Cells coloured by class:
(3 px per µm) Fill, decap, tap and diode cells in grey.
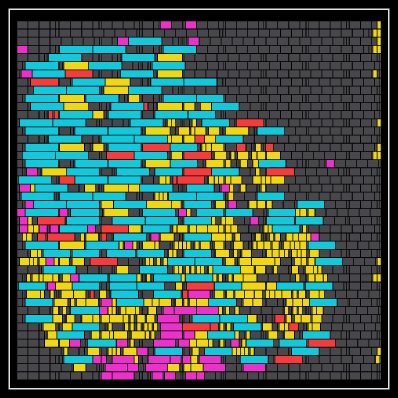
Nets reached from selected ports:
(3 px per µm)
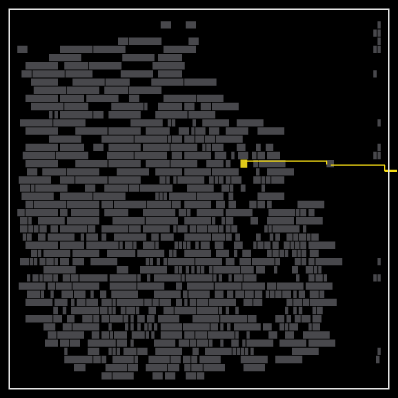
M2 wires:
(4 px per µm)
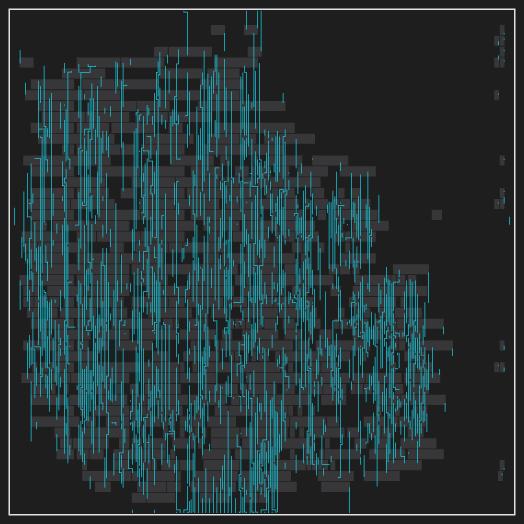
Clock wires, drivers and flops:
(4 px per µm)
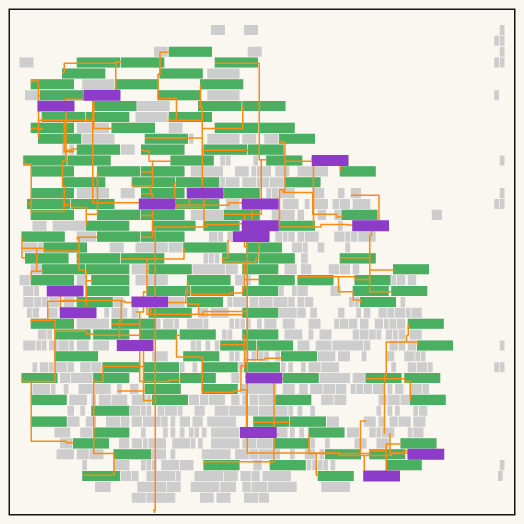
Clock routing:
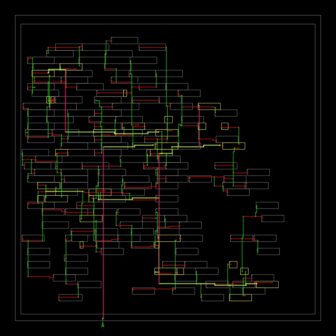
`config.mk`:
```
export PLATFORM = sky130hd
export DESIGN_NAME = uart_tx_peripheral
export DESIGN_NICKNAME = d
export VERILOG_FILES = /design/src/rtl/enums_pkg.sv /design/src/rtl/sync_fifo.sv /design/src/rtl/uart_tx_peripheral.sv
export SDC_FILE = /design/constraint.sdc
export NUM_CORES = 1
export LEC_CHECK = 0
export CORE_MARGIN = 2
export CORE_UTILIZATION = 43
export CTS_CLUSTER_DIAMETER = 30
export DETAILED_ROUTE_END_ITERATION = 12
export PLACE_DENSITY = 0.76
export SETUP_SLACK_MARGIN = 0.15
export SYNTH_ARGS = -nofsm -noshare
export SYNTH_HDL_FRONTEND = slang
export SYNTH_SLANG_ARGS = --single-unit
```
`constraint.sdc`:
```
create_clock -name clk -period 2.95 [get_ports clk]
set_clock_uncertainty 0.05 [all_clocks]
set_input_delay 0.295 -clock clk [delete_from_list [all_inputs] [get_ports clk]]
set_output_delay 0.295 -clock clk [all_outputs]
set_load 0.1 [all_outputs]
```
`src/rtl/enums_pkg.sv`:
```
// Shared UART constants: register offsets, STATUS bit positions and TX FSM states.
// The PARITY state only exists when UART_TX_PARITY_EN is defined.
package enums_pkg;

    localparam logic [1:0] UART_REG_DATA    = 2'd0;
    localparam logic [1:0] UART_REG_STATUS  = 2'd1;
    localparam logic [1:0] UART_REG_DIVIDER = 2'd2;

    localparam int STAT_FULL      = 0;
    localparam int STAT_EMPTY     = 1;
    localparam int STAT_BUSY      = 2;
    localparam int STAT_OVERFLOW  = 3;
    localparam int STAT_PARITY    = 4;
    localparam int STAT_COUNT_LSB = 8;

    typedef enum logic [2:0] {
        ST_IDLE   = 3'd0,
        ST_START  = 3'd1,
        ST_DATA   = 3'd2,
`ifdef UART_TX_PARITY_EN
        ST_PARITY = 3'd3,
`endif
        ST_STOP   = 3'd4
    } uart_tx_state_t;

endpackage

```
`src/rtl/sync_fifo.sv`:
```
// Generic synchronous FIFO; read data is the head entry, valid whenever not empty.
// Push while full is accepted only if a pop happens in the same cycle.
module sync_fifo #(
    parameter int WIDTH = 8,
    parameter int DEPTH = 8
) (
    input  logic                     clk,
    input  logic                     rst_n,
    input  logic                     push_i,
    input  logic [WIDTH-1:0]         push_dat_i,
    input  logic                     pop_i,
    output logic [WIDTH-1:0]         pop_dat_o,
    output logic                     full_o,
    output logic                     empty_o,
    output logic [$clog2(DEPTH):0]   count_o
);
    localparam int AW = $clog2(DEPTH);
    localparam logic [AW:0] DEPTH_C = DEPTH[AW:0];

    logic [WIDTH-1:0] mem_q [DEPTH];
    logic [AW-1:0]    wr_ptr_q, rd_ptr_q;
    logic [AW:0]      count_q;
    logic             push_ok, pop_ok;

    assign full_o    = (count_q == DEPTH_C);
    assign empty_o   = (count_q == '0);
    assign count_o   = count_q;
    assign pop_dat_o = mem_q[rd_ptr_q];
    assign pop_ok    = pop_i && !empty_o;
    assign push_ok   = push_i && (!full_o || pop_ok);

    // Pointers are exactly log2(DEPTH) wide so they wrap modulo DEPTH for free.
    always_ff @(posedge clk or negedge rst_n) begin
        if (!rst_n) begin
            wr_ptr_q <= '0;
            rd_ptr_q <= '0;
            count_q  <= '0;
        end else begin
            if (push_ok) wr_ptr_q <= wr_ptr_q + 1'b1;
            if (pop_ok)  rd_ptr_q <= rd_ptr_q + 1'b1;
            case ({push_ok, pop_ok})
                2'b10:   count_q <= count_q + 1'b1;
                2'b01:   count_q <= count_q - 1'b1;
                default: count_q <= count_q;
            endcase
        end
    end

    always_ff @(posedge clk) begin
        if (push_ok) mem_q[wr_ptr_q] <= push_dat_i;
    end

endmodule

```
`src/rtl/uart_tx_peripheral.sv`:
```
// Memory-mapped UART transmitter: FIFO-buffered bytes serialised 8N1 (8E1 with UART_TX_PARITY_EN).
// DATA writes pop one edge later; writes to a full FIFO without a same-cycle pop drop and set overflow.
module uart_tx_peripheral
    import enums_pkg::*;
#(
    parameter int          FIFO_DEPTH      = 8,
    parameter logic [15:0] DEFAULT_DIVIDER = 16'd867
) (
    input  logic        clk,
    input  logic        rst_n,
    input  logic [31:0] address,
    input  logic [31:0] write_data,
    input  logic        read_enable,
    input  logic        write_enable,
    output logic [31:0] read_data,
    output logic        tx,
    output logic        irq
);
    localparam int CW = $clog2(FIFO_DEPTH) + 1;

    uart_tx_state_t state_q, state_d;
    logic [15:0] div_q, div_d, lat_div_q, lat_div_d, bit_cnt_q, bit_cnt_d;
    logic [7:0]  shreg_q, shreg_d;
    logic [2:0]  bit_idx_q, bit_idx_d;
    logic        par_q, par_d, ovf_q, ovf_d;
    logic        fifo_full, fifo_empty, fifo_pop, data_wr, bit_end, busy;
    logic [7:0]  fifo_dat;
    logic [CW-1:0] fifo_count;
    logic [31:0] status;
    logic        unused_bits;

    assign unused_bits = ^{address[31:4], address[1:0], write_data[31:16]};
    assign data_wr     = write_enable && (address[3:2] == UART_REG_DATA);
    assign bit_end     = (bit_cnt_q == lat_div_q);

    sync_fifo #(.WIDTH(8), .DEPTH(FIFO_DEPTH)) u_fifo (
        .clk        (clk),
        .rst_n      (rst_n),
        .push_i     (data_wr),
        .push_dat_i (write_data[7:0]),
        .pop_i      (fifo_pop),
        .pop_dat_o  (fifo_dat),
        .full_o     (fifo_full),
        .empty_o    (fifo_empty),
        .count_o    (fifo_count)
    );

    always_ff @(posedge clk or negedge rst_n) begin
        if (!rst_n) begin
            state_q   <= ST_IDLE;
            lat_div_q <= '0;
            bit_cnt_q <= '0;
            shreg_q   <= '0;
            bit_idx_q <= '0;
            par_q     <= 1'b0;
            div_q     <= DEFAULT_DIVIDER;
            ovf_q     <= 1'b0;
        end else begin
            state_q   <= state_d;
            lat_div_q <= lat_div_d;
            bit_cnt_q <= bit_cnt_d;
            shreg_q   <= shreg_d;
            bit_idx_q <= bit_idx_d;
            par_q     <= par_d;
            div_q     <= div_d;
            ovf_q     <= ovf_d;
        end
    end

    always_comb begin
        state_d   = state_q;
        lat_div_d = lat_div_q;
        bit_cnt_d = bit_cnt_q;
        shreg_d   = shreg_q;
        bit_idx_d = bit_idx_q;
        par_d     = par_q;
        if (state_q == ST_IDLE) begin
            // Divider is captured per frame so mid-frame writes only affect the next one.
            if (!fifo_empty) begin
                state_d   = ST_START;
                shreg_d   = fifo_dat;
                par_d     = ^fifo_dat;
                lat_div_d = div_q;
                bit_cnt_d = '0;
                bit_idx_d = '0;
            end
        end else if (!bit_end) begin
            bit_cnt_d = bit_cnt_q + 16'd1;
        end else begin
            bit_cnt_d = '0;
            case (state_q)
                ST_START: state_d = ST_DATA;
                ST_DATA: begin
                    shreg_d   = {1'b0, shreg_q[7:1]};
                    bit_idx_d = bit_idx_q + 3'd1;
`ifdef UART_TX_PARITY_EN
                    if (bit_idx_q == 3'd7) state_d = ST_PARITY;
`else
                    if (bit_idx_q == 3'd7) state_d = ST_STOP;
`endif
                end
`ifdef UART_TX_PARITY_EN
                ST_PARITY: state_d = ST_STOP;
`endif
                default: state_d = ST_IDLE;
            endcase
        end
    end

    always_comb begin
        tx       = 1'b1;
        busy     = (state_q != ST_IDLE);
        fifo_pop = (state_q == ST_IDLE) && !fifo_empty;
        case (state_q)
            ST_START:  tx = 1'b0;
            ST_DATA:   tx = shreg_q[0];
`ifdef UART_TX_PARITY_EN
            ST_PARITY: tx = par_q;
`endif
            default:   tx = 1'b1;
        endcase
    end

    always_comb begin
        div_d = div_q;
        ovf_d = ovf_q;
        if (write_enable && address[3:2] == UART_REG_DIVIDER) div_d = write_data[15:0];
        if (write_enable && address[3:2] == UART_REG_STATUS)  ovf_d = 1'b0;
        if (data_wr && fifo_full && !fifo_pop)                ovf_d = 1'b1;
    end

    assign irq = fifo_empty && !busy;

    always_comb begin
        status                          = '0;
        status[STAT_FULL]               = fifo_full;
        status[STAT_EMPTY]              = fifo_empty;
        status[STAT_BUSY]               = busy;
        status[STAT_OVERFLOW]           = ovf_q;
`ifdef UART_TX_PARITY_EN
        status[STAT_PARITY]             = 1'b1;
`endif
        status[STAT_COUNT_LSB +: 8]     = 8'(fifo_count);
        read_data = '0;
        if (read_enable) begin
            case (address[3:2])
                UART_REG_STATUS:  read_data = status;
                UART_REG_DIVIDER: read_data = {16'h0000, div_q};
                default:          read_data = '0;
            endcase
        end
    end

endmodule

```
==> results.yml <==
# flow metrics
outcome:
  run_status: "finished clean"
synth:
  common_cells: "nand2_1, dfrtp_1, edfxtp_1"
  synth.distinct_cells: 55
  ff_type: "dfrtp_1"
  ys_area_um2: 6402
  synth_area_per_cell_um2: 12.63
  edf_count: 64
cts:
  clockRootBuffer: "clkbuf_16"
  cts_tree: "yes"
  h-tree-depth: 4
worst_setup_path:
  cp_slowest_cell: "nor2_2"
  start_kind: "flip-flop"
  cp.depth: 4
  cp.arrival_ps: 2360
  critPathRequiredTime_ps: 2610
  slowest_delay_ps: 560
  endpoint_kind: "output port"
  crit_family: "simple AND/OR/NAND/NOR gates"
job:
  maxCapViolCount: 0
layout:
  area_growth_syn_to_layout_pct: 19.50
  final_nets: 637
  drive_above_1_share_pct: 22.24
  n_antenna_cell: 0
routing:
  viasPerCell: 5.498
  drtPass1Iterations: 5
  wl_per_cell_um: 18.28
  drt.antenna.violating_nets: 0
timing:
  fin_tns_setup_ps: 0
  worstMarginPinSlew_ps: 955.0
  fin_hold_ws_ps: 441.6
  post-route-period-util_pct: 91.81
  relSlewSlack_pct: 36.33
  max_freq_ghz: 0.3692
floorplan:
  die_y_um: 126.0
  die_w_um: 126.0
  dieArea_um2: 15880
  fp_util_pct: 44.05
grt:
  globalRouteTotalUtil_pct: 18.39
  overflow: 0
  grt_pass1_vias: 4246
  busiest_layer: "met2"
  antenna_found_initial: 0
  grt_pass1_wl_um: 22800
pwr:
  power.leakage_nw: 3.087
worst_hold_path:
  hold_depth: 2
place:
  finalWeightedCongestion: 0.7732
  dpl.hpwl_um: 9364
Back to the opening pictures, 'cells coloured by class':
- other buffers and delay cells: magenta (cells 61; share of their area 9.4%)
- flops: cyan (cells 137; share of their area 51%)
- clock drivers and dummy loads: red (cells 32; share of their area 7.1%)
- all other logic: yellow (cells 341; share of their area 33%)
Design Area, Final: 7651 µm²
row count: 44
fraction of area in registers: 49.09%
Core Area: 14530 µm²
Core Util, Final: 52.64%

Back to the opening pictures, 'nets reached from selected ports':
- tx: yellow (direction output; end cells 1; buffers 1; wire 48.7 µm)
port bufs: 39
# IOs: 102

Back to the opening pictures, 'M2 wires':
- main direction: vertical
- nets with wire on the layer: 510
- wire length on this layer: 7300 µm
- longest straight run: 63.7 µm
routed vias: 4151
Detailed Route WL: 13800 µm

Back to the opening pictures, 'clock wires, drivers and flops':
- flip-flops: green (count 137)
- cells driving clock nets: purple (count 17)
- clock wires: orange (length 1630 µm)
- routed clock nets: 18
power share of the clock group: 29.2%
clock group total power: 1.89 mW
Latency at later pin: 420 ps

Back to the opening pictures, 'clock routing':
clock buffer count: 21
Seq cells: 137
CTS Buf Count: 17
# clock sinks: 137

## registers in the layout (all words and copies together), names as in the netlist
register,count
bit_cnt_q,16
bit_idx_q,3
div_q,16
lat_div_q,16
ovf_q,1
shreg_q,8
state_q,3
u_fifo.count_o,4
u_fifo.mem_q,64
u_fifo.rd_ptr_q,3
u_fifo.wr_ptr_q,3
## cell usage in the layout (no fill, tap or decap), types with 3 or more instances in the layout
master / count
a22oi_1: 9
a31oi_1: 8
inv_1: 10
mux4_2: 16
o21ai_1: 4
nor3_1: 8
and3_1: 10
dfstp_2: 6
xor2_1: 22
o211ai_1: 6
xnor2_1: 4
mux2_2: 17
buf_12: 15
nand2b_1: 4
clkbuf_16: 17
ha_1: 10
nand3_1: 15
clkdlybuf4s50_1: 20
clkbuf_1: 3
o22ai_1: 3
dfrtp_1: 67
buf_4: 24
nor2_1: 24
inv_6: 3
mux2i_1: 10
clkinvlp_4: 3
edfxtp_1: 64
a221o_1: 7
nand2_1: 87
conb_1: 16
o21ai_0: 7
nand4_1: 4
## metrics by stage
stage                     instances  area [µm²]  power (mW)  util (%)  setup WS [ps]
after floorplan                 522        6459       4.124         -          181.1
after global placement          722        7108       4.485     48.91          256.4
after detailed placement        722        7108       4.595     48.91          114.0
after CTS                       755        7644       6.499     52.59          165.1
after global routing            755        7651       6.823     52.64          143.3
final                           755        7651       6.463     52.64          241.5
## final timing paths
| check | from | endpoint |
|---|---|---|
| hold reg to reg | ovf_q | ovf_q |
| setup / recovery | state_q[0] | irq |
| hold / removal | ovf_q | ovf_q |
| min in group asynchronous | rst_n | u_fifo.count_o[0] |
| setup reg to reg | state_q[0] | u_fifo.count_o[2] |
| max in group asynchronous | rst_n | bit_idx_q[1] |
## worst reg2reg max path: stages (launching register included)
cell and delay (ps):
dfrtp_1 450, or3_4 440, a31oi_2 260, inv_2 120, ha_2 240, xor2_1 160, ha_1 200, a21oi_1 210
xor2_1 170, nor2_1 70, xor2_1 140
## final cells by class
type | instances | area, µm²
Clock buffer | 21 | 450.4
Clock inverter | 11 | 75.07
Fill cell | 1198 | 6883
Inverter | 11 | 41.29
Multi-Input combinational cell | 330 | 2402
Sequential cell | 137 | 3756
Tap cell | 184 | 230.2
Timing Repair Buffer | 61 | 695.7
## where the power goes
group / internal, mW / switching (mW) / total (mW)
clock: 1.09 / 0.796 / 1.89
combinational: 0.802 / 0.947 / 1.75
sequential: 2.38 / 0.443 / 2.82
## per-layer routing
metal	share of wire, %	wire length [µm]
met1	42	5736
met2	53	7298
met3	3.8	523
met4	1.8	246
met5	0	0
## cells by family after synthesis
family                     Yosys count  share of synthesized area [%]
and+or+nand+nor                    176                          13.58
DFF                                137                          58.67
AOI/OAI and AO/OA                   58                          6.996
buffers and inverters               55                          4.807
muxes                               43                          10.18
xor gates and xnor gates            26                          3.557
adders and majority gates           11                          2.150
other                                1                        0.05857
## what timing repair did
action	in CTS	in global routing
endpoints found under the setup margin	0	2
hold buffers	1	0
resized	0	3
setup buffers	0	0
endpoints found under the hold margin	10	0
Power is estimated from default activity; no workload was simulated.
